===== src/rtl/led_bank_arbiter.sv =====
`default_nettype none
// ============================================================================
// Module   : led_bank_arbiter
// Brief    : Round-robin LED bank sharing with hold time, debounced advance
//            button and owner lock.
// Revision : 1.0
// ============================================================================
module led_bank_arbiter #(
  parameter int N_SRC           = 4,
  parameter int DATA_W          = 8,
  parameter int HOLD_CYCLES     = 25_000_000,
  parameter int DEBOUNCE_CYCLES = 1_000_000
) (
  input  logic                      clk,
  input  logic                      rst,
  input  logic [N_SRC-1:0]          i_req,
  input  logic [N_SRC*DATA_W-1:0]   i_data,
  input  logic                      i_btn_next,
  input  logic                      i_sw_lock,
  output logic [DATA_W-1:0]         o_led,
  output logic [N_SRC-1:0]          o_grant,
  output logic [$clog2(N_SRC)-1:0]  o_owner,
  output logic                      o_active
);

  localparam int OW = $clog2(N_SRC);
  localparam int HW = (HOLD_CYCLES > 1) ? $clog2(HOLD_CYCLES) : 1;
  localparam int DW = (DEBOUNCE_CYCLES > 1) ? $clog2(DEBOUNCE_CYCLES) : 1;

  localparam logic [HW-1:0] c_HOLD_RELOAD = HW'(HOLD_CYCLES - 1);
  localparam logic [DW-1:0] c_DB_LAST     = DW'(DEBOUNCE_CYCLES - 1);
  localparam logic [OW-1:0] c_PTR_RESET   = OW'(N_SRC - 1);

  localparam logic [0:0] c_IDLE = 1'b0;
  localparam logic [0:0] c_SHOW = 1'b1;

  // --------------------------------------------------------------------------
  // Button synchroniser and debouncer
  // --------------------------------------------------------------------------
  logic          r_btn_meta;
  logic          r_btn_sync;
  logic          r_btn_db;
  logic          r_btn_db_d;
  logic [DW-1:0] r_db_cnt;
  logic          w_next_pulse;

  always_ff @(posedge clk) begin
    if (!rst) begin
      r_btn_meta <= 1'b0;
      r_btn_sync <= 1'b0;
      r_btn_db   <= 1'b0;
      r_btn_db_d <= 1'b0;
      r_db_cnt   <= '0;
    end else begin
      r_btn_meta <= i_btn_next;
      r_btn_sync <= r_btn_meta;
      r_btn_db_d <= r_btn_db;
      // Any sample matching the accepted level restarts the stability window.
      if (r_btn_sync != r_btn_db) begin
        if (r_db_cnt == c_DB_LAST) begin
          r_btn_db <= r_btn_sync;
          r_db_cnt <= '0;
        end else begin
          r_db_cnt <= r_db_cnt + DW'(1);
        end
      end else begin
        r_db_cnt <= '0;
      end
    end
  end

  assign w_next_pulse = r_btn_db & ~r_btn_db_d;

  // --------------------------------------------------------------------------
  // Arbitration state
  // --------------------------------------------------------------------------
  logic [0:0]        r_state;
  logic [OW-1:0]     r_owner;
  logic [OW-1:0]     r_ptr;
  logic [HW-1:0]     r_hold;
  logic [N_SRC-1:0]  r_grant;
  logic [DATA_W-1:0] r_led;

  logic [0:0]        w_state_nxt;
  logic [OW-1:0]     w_owner_nxt;
  logic [OW-1:0]     w_ptr_nxt;
  logic [HW-1:0]     w_hold_nxt;
  logic [HW-1:0]     w_hold_dec;
  logic [N_SRC-1:0]  w_grant_nxt;
  logic [DATA_W-1:0] w_led_nxt;
  logic              w_regrant;

  logic [N_SRC-1:0]  w_owner_oh;
  logic [N_SRC-1:0]  w_mask;
  logic [OW-1:0]     w_scan_idx;
  logic              w_found;
  logic [OW-1:0]     w_win;
  logic [DATA_W-1:0] w_src_data [N_SRC];

  for (genvar gi = 0; gi < N_SRC; gi++) begin : g_src
    assign w_src_data[gi]  = i_data[gi*DATA_W +: DATA_W];
    assign w_owner_oh[gi]  = (r_owner == OW'(gi));
    assign w_grant_nxt[gi] = (w_state_nxt == c_SHOW) && (w_owner_nxt == OW'(gi));
  end

  // While showing, the current owner is excluded so a hit means "someone else".
  always_comb begin
    w_mask     = (r_state == c_SHOW) ? (i_req & ~w_owner_oh) : i_req;
    w_found    = 1'b0;
    w_win      = '0;
    w_scan_idx = '0;
    for (int k = 1; k <= N_SRC; k++) begin
      w_scan_idx = OW'((int'(r_ptr) + k) % N_SRC);
      if (!w_found && w_mask[w_scan_idx]) begin
        w_found = 1'b1;
        w_win   = w_scan_idx;
      end
    end
  end

  assign w_hold_dec = (r_hold != '0) ? (r_hold - HW'(1)) : '0;

  always_comb begin
    w_state_nxt = r_state;
    w_owner_nxt = r_owner;
    w_ptr_nxt   = r_ptr;
    w_hold_nxt  = r_hold;
    w_regrant   = 1'b0;
    if (r_state == c_IDLE) begin
      w_regrant = w_found;
    end else begin
      if (!i_req[r_owner]) begin
        if (w_found) begin
          w_regrant = 1'b1;
        end else begin
          w_state_nxt = c_IDLE;
          w_owner_nxt = '0;
          w_hold_nxt  = '0;
        end
      end else if (i_sw_lock) begin
        w_hold_nxt = w_hold_dec;
      end else if (w_next_pulse) begin
        if (w_found) begin
          w_regrant = 1'b1;
        end else begin
          w_hold_nxt = c_HOLD_RELOAD;
        end
      end else if ((r_hold == '0) && w_found) begin
        w_regrant = 1'b1;
      end else begin
        w_hold_nxt = w_hold_dec;
      end
    end
    if (w_regrant) begin
      w_state_nxt = c_SHOW;
      w_owner_nxt = w_win;
      w_ptr_nxt   = w_win;
      w_hold_nxt  = c_HOLD_RELOAD;
    end
  end

  // LEDs go dark on the very edge the bank becomes idle, never a stale frame.
  assign w_led_nxt = ((r_state == c_SHOW) && (w_state_nxt == c_SHOW)) ?
                     w_src_data[r_owner] : '0;

  always_ff @(posedge clk) begin
    if (!rst) begin
      r_state <= c_IDLE;
      r_owner <= '0;
      r_ptr   <= c_PTR_RESET;
      r_hold  <= '0;
      r_grant <= '0;
      r_led   <= '0;
    end else begin
      r_state <= w_state_nxt;
      r_owner <= w_owner_nxt;
      r_ptr   <= w_ptr_nxt;
      r_hold  <= w_hold_nxt;
      r_grant <= w_grant_nxt;
      r_led   <= w_led_nxt;
    end
  end

  assign o_led    = r_led;
  assign o_grant  = r_grant;
  assign o_owner  = r_owner;
  assign o_active = (r_state == c_SHOW);

endmodule
`default_nettype wire


===== config.mk =====
export PLATFORM = sky130hd
export DESIGN_NAME = led_bank_arbiter
export DESIGN_NICKNAME = d
export VERILOG_FILES = /design/src/rtl/led_bank_arbiter.sv
export SDC_FILE = /design/constraint.sdc
export NUM_CORES = 1
export LEC_CHECK = 0
export CAP_MARGIN = 40
export CORE_AREA = 2 2 78 94
export DETAILED_ROUTE_END_ITERATION = 10
export DIE_AREA = 0 0 80 96
export PLACE_DENSITY = 0.86
export SLEW_MARGIN = 20
export SYNTH_ARGS = -nofsm -noshare
export SYNTH_HDL_FRONTEND = slang
export SYNTH_SLANG_ARGS = --single-unit

===== constraint.sdc =====
create_clock -name clk -period 3.31 [get_ports clk]
set_clock_uncertainty 0.2 [all_clocks]
set_input_delay 0.662 -clock clk [delete_from_list [all_inputs] [get_ports clk]]
set_output_delay 0.662 -clock clk [all_outputs]
set_load 0.005 [all_outputs]

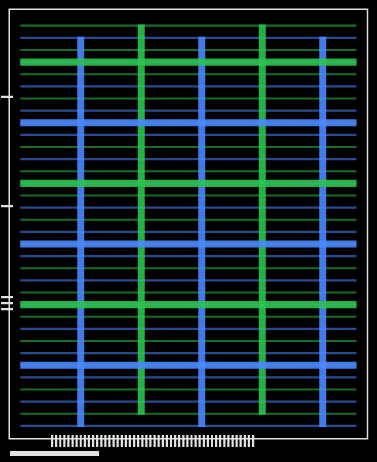
Figure 1: run 1, power grid.
The bar under the picture is 20 um long. Pins as bars on the die edge.
blue -> VSS
green -> VDD
met5 straps = 6
met1 rails = 34
rows = 33
Die Span X: 80 um
die height: 96 um
Max rail drop VDD: 0.386 mV
core area: 6770 um^2

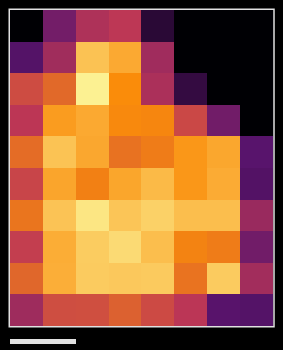
Figure 2: run 1, local utilization.
The bar under the picture is 20 um long. 8 x 10 tiles, from black (low) to pale yellow (high), 0 to 100% covered.
tiles over 75% full = 36%
fullest tile = 97%
emptiest ninth of the die = north-east
nearly empty tiles = 13%
mean over tiles = 56%
Util after Layout: 65.6%
FP Util: 52.4%

==> flow_metrics.tcl, run 1 <==
# implementation run metrics
set metrics [dict create \
    run_status "finished clean" \
    synth_cell_types 65 \
    clk_latency_ns 0.35 \
    final.min_clock_period_ns 2.87 \
    cts_buffer_depth 2 \
    syn-cell-area_um2 3550 \
    fill_cells 568 \
    grt_pass1_wl_um 15200 \
    hpwlAfterDp_um 6700 \
    power_leakage_nw 1.52 \
    setup_viol 0 \
    tightest_slew_ns 0.696 \
    numClockSinks 66 \
    tns_ns 0 \
    drc 0 \
    cts_tree "done" \
    dr.pass1.iters 5 \
    reg2regPathDepth 5 \
    port_buffers 54 \
    ant_nets 0 \
    syn_avg_cell_area_um2 8.88 \
    diodes 0 \
    cts-root-buf "clkbuf_8" \
    htree_levels 3 \
]
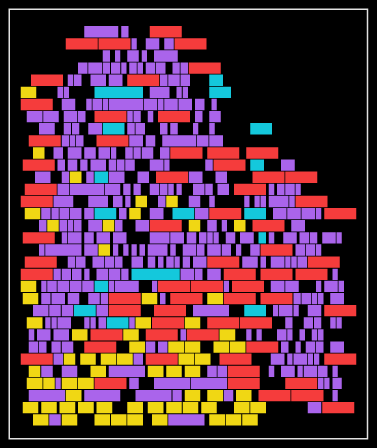
Figure 3: run 1, placement by cell class.
purple -> all other logic  # cells 316
cyan -> clock drivers and dummy loads  # cells 16
red -> flip-flops  # cells 66
yellow -> other buffers and delay cells  # cells 67
design area: 4440 um^2
sequential share of cell area: 29.7%
Rows: 33

run 1: where the power goes:
group,switching (mW),internal (mW)
Clock,0.342,0.431
Combinational,0.260,0.265
Sequential,0.0768,0.854
Total,0.679,1.55
run 1: worst paths after layout:
check,startpoint,to,slack (ns)
hold reg to reg,r_db_cnt[0],r_db_cnt[0],0.27
setup / recovery,i_req[2],o_led[6],0.44
setup reg to reg,o_active,o_led[6],0.50
hold / removal,r_db_cnt[0],r_db_cnt[0],0.27
run 1: area by class of cell:
class	instances	area, um^2	area share (%)
Clock buffer	9	124	2.79
Timing Repair Buffer	67	638	14.4
Clock inverter	7	100	2.25
Sequential cell	66	1320	29.7
Tap cell	87	109	2.45
Multi-Input combinational cell	304	2100	47.4
Inverter	12	45.0	1.01
run 1: worst max-delay path, delay by kind of cell:
kind	cells	cell delay, ns
buffers and inverters	3	0.89
AND/OR/NAND/NOR	2	0.74
multiplexers	1	0.40
AND-OR/OR-AND	1	0.27
run 1: synth_stat cells, drive strengths merged, types with 3 or more instances:
cell type and count:
and2 3, nand3 12, a211oi 3, dfxtp 66
nor2 61, o211ai 4, buf 8, clkbuf 10
xor2 8, nor4 12, ha 3, a31oi 5
nand2b 5, o31ai 5, nor3 13, or3 3
nand4 9, inv 11, mux2i 3, a22oi 3
nand2 19, nor3b 4, mux4 9, o21a 5
a311o 5, a21oi 18, o21ai 18, a311oi 4
xnor2 19, a21boi 3, and3 15, a221oi 7
nor2b 3
run 1: metrics by stage:
step,setup WS (ns),instances
after floorplan,0.829,400
after global placement,0.210,536
final,0.441,552
after global routing,0.280,552
after detailed placement,0.0985,536
after CTS,0.481,552
run 1: per-layer routing:
layer / vias to the layer above / GRT usage (%) / share of wire [%]
met5: - / 0 / 0
met2: 94 / 44.7 / 52
li1: 1615 / - / -
met4: 0 / 12.7 / 2.8
met3: 23 / 3.66 / 4.3
met1: 1640 / 30.6 / 41
run 1: registers in the layout (all words and copies together) (netlist names):
name	flops
o_owner	2
r_btn_db	1
o_grant	4
o_led	8
r_btn_sync	1
r_db_cnt	20
o_active	1
r_hold	25
r_btn_db_d	1
r_ptr	2
r_btn_meta	1
run 1: cell families after synthesis:
| group | share of synthesized area (%) |
|---|---|
| flip-flops | 37.2 |
| AND-OR/OR-AND | 19.7 |
| adder cells (fa/ha/maj) | 1.06 |
| buffers and inverters | 3.52 |
| AND/OR/NAND/NOR | 25.3 |
| multiplexers | 6.55 |
| XOR/XNOR | 6.66 |
==> run 1 -> run 2 <==
SETUP_SLACK_MARGIN = 0.02   (was default)
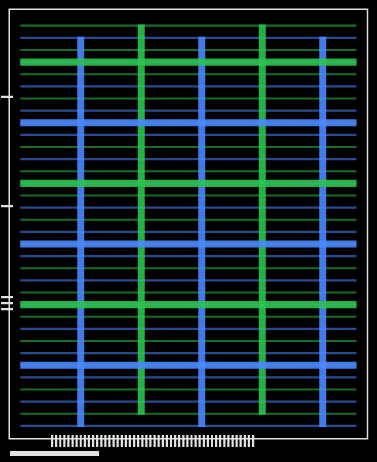
Figure 4: run 2, power grid.
The bar under the picture is 20 um long. Pins as bars on the die edge.

==> flow_metrics.tcl, run 2 <==
# implementation run metrics
set metrics [dict create \
    tns_ns 0 \
    final_common_cell "dfxtp_1" \
    rr_startpoint "o_active" \
    power_leakage_nw 1.52 \
    fp.dieH_um 96 \
    ant_nets 0 \
    run_status "finished clean" \
    clk_latency_ns 0.35 \
    vias 3372 \
    initial_core_util_pct 52.4 \
    use_met2_pct 44.7 \
    numClockSinks 66 \
    cts_tree "done" \
    peakVddDrop_mv 0.386 \
    regMostFlops "r_hold" \
    htree_levels 3 \
    min_to "r_db_cnt[0]" \
    die_x_um 80 \
    cts_buffer_depth 2 \
    fin_cells 552 \
    syn-cell-area_um2 3550 \
    grt_pass1_wl_um 15200 \
    r2r-end "o_led[6]" \
    synth_cell_types 65 \
    reg2regPathDepth 5 \
    cts-root-buf "clkbuf_8" \
    syn_avg_cell_area_um2 8.88 \
    common_cells "dfxtp_1 (66), nor2_1 (60), nand2_1 (19), xnor2_1 (19), a21oi_1 (17)" \
    fin_util_pct 65.6 \
    grt_use_met3_pct 3.66 \
    final.min_clock_period_ns 2.87 \
    min_from "r_db_cnt[0]" \
    use_met1_pct 30.6 \
    dr.pass1.iters 5 \
    hpwlAfterDp_um 6700 \
    diodes 0 \
    tightest_slew_ns 0.696 \
    most_common_cell "dfxtp_1" \
    drc 0 \
]
==> run 2: worst max-delay path by stage <==
stage	start	to	cells after the start
after CTS	i_req[2]	o_led[6]	7
after global routing	o_active	o_grant[1]	6
after detailed placement	i_req[2]	o_led[6]	7
final	i_req[2]	o_led[6]	7
after floorplan	i_sw_lock	o_grant[1]	7
after global placement	i_req[2]	o_led[1]	7
==> run 2: final cells by class <==
type                            count  area [um^2]
Clock buffer                        9          124
Clock inverter                      7          100
Fill cell                         568         2330
Inverter                           12         45.0
Multi-Input combinational cell    304         2100
Sequential cell                    66         1320
Tap cell                           87          109
Timing Repair Buffer               67          638
==> run 2: critical path: cells and delay by family <==
family,cells,cell delay (ns)
buffers and inverters,3,0.89
AND-OR/OR-AND,1,0.27
AND/OR/NAND/NOR,2,0.74
multiplexers,1,0.40
==> run 2: report_power, final <==
| part | switching, mW | internal, mW | total, mW |
|---|---|---|---|
| clock | 0.342 | 0.431 | 0.772 |
| sequential | 0.0768 | 0.854 | 0.931 |
| combinational | 0.260 | 0.265 | 0.525 |
==> run 2: cells by family (layout without fill, tap and decap cells) <==
kind of cell,Yosys count,in the layout,synth area share (%)
XOR/XNOR,27,27,6.66
multiplexers,12,12,6.55
buffers and inverters,30,95,3.52
AND/OR/NAND/NOR,167,167,25.3
flip-flops,66,66,37.2
adder cells (fa/ha/maj),3,3,1.06
AND-OR/OR-AND,95,95,19.7
==> run 2: through the flow <==
| stage | cell area, um^2 | setup WS [ns] | power (mW) |
|---|---|---|---|
| 3_5_place_dp | 4220 | 0.0985 | 1.46 |
| 2_1_floorplan | 3550 | 0.829 | 1.27 |
| 4_1_cts | 4440 | 0.481 | 2.23 |
| 6_report | 4440 | 0.441 | 2.23 |
| 5_1_grt | 4440 | 0.280 | 2.33 |
| 3_3_place_gp | 4220 | 0.210 | 1.45 |
==> run 2: routing by layer <==
metal	wire length, um	up-vias	part of all wire [%]
li1	-	1615	-
met1	3750	1640	41
met2	4810	94	52
met3	396	23	4.3
met4	260	0	2.8
met5	0	-	0
No activity file was given, so power comes from the tool's default toggle rates.
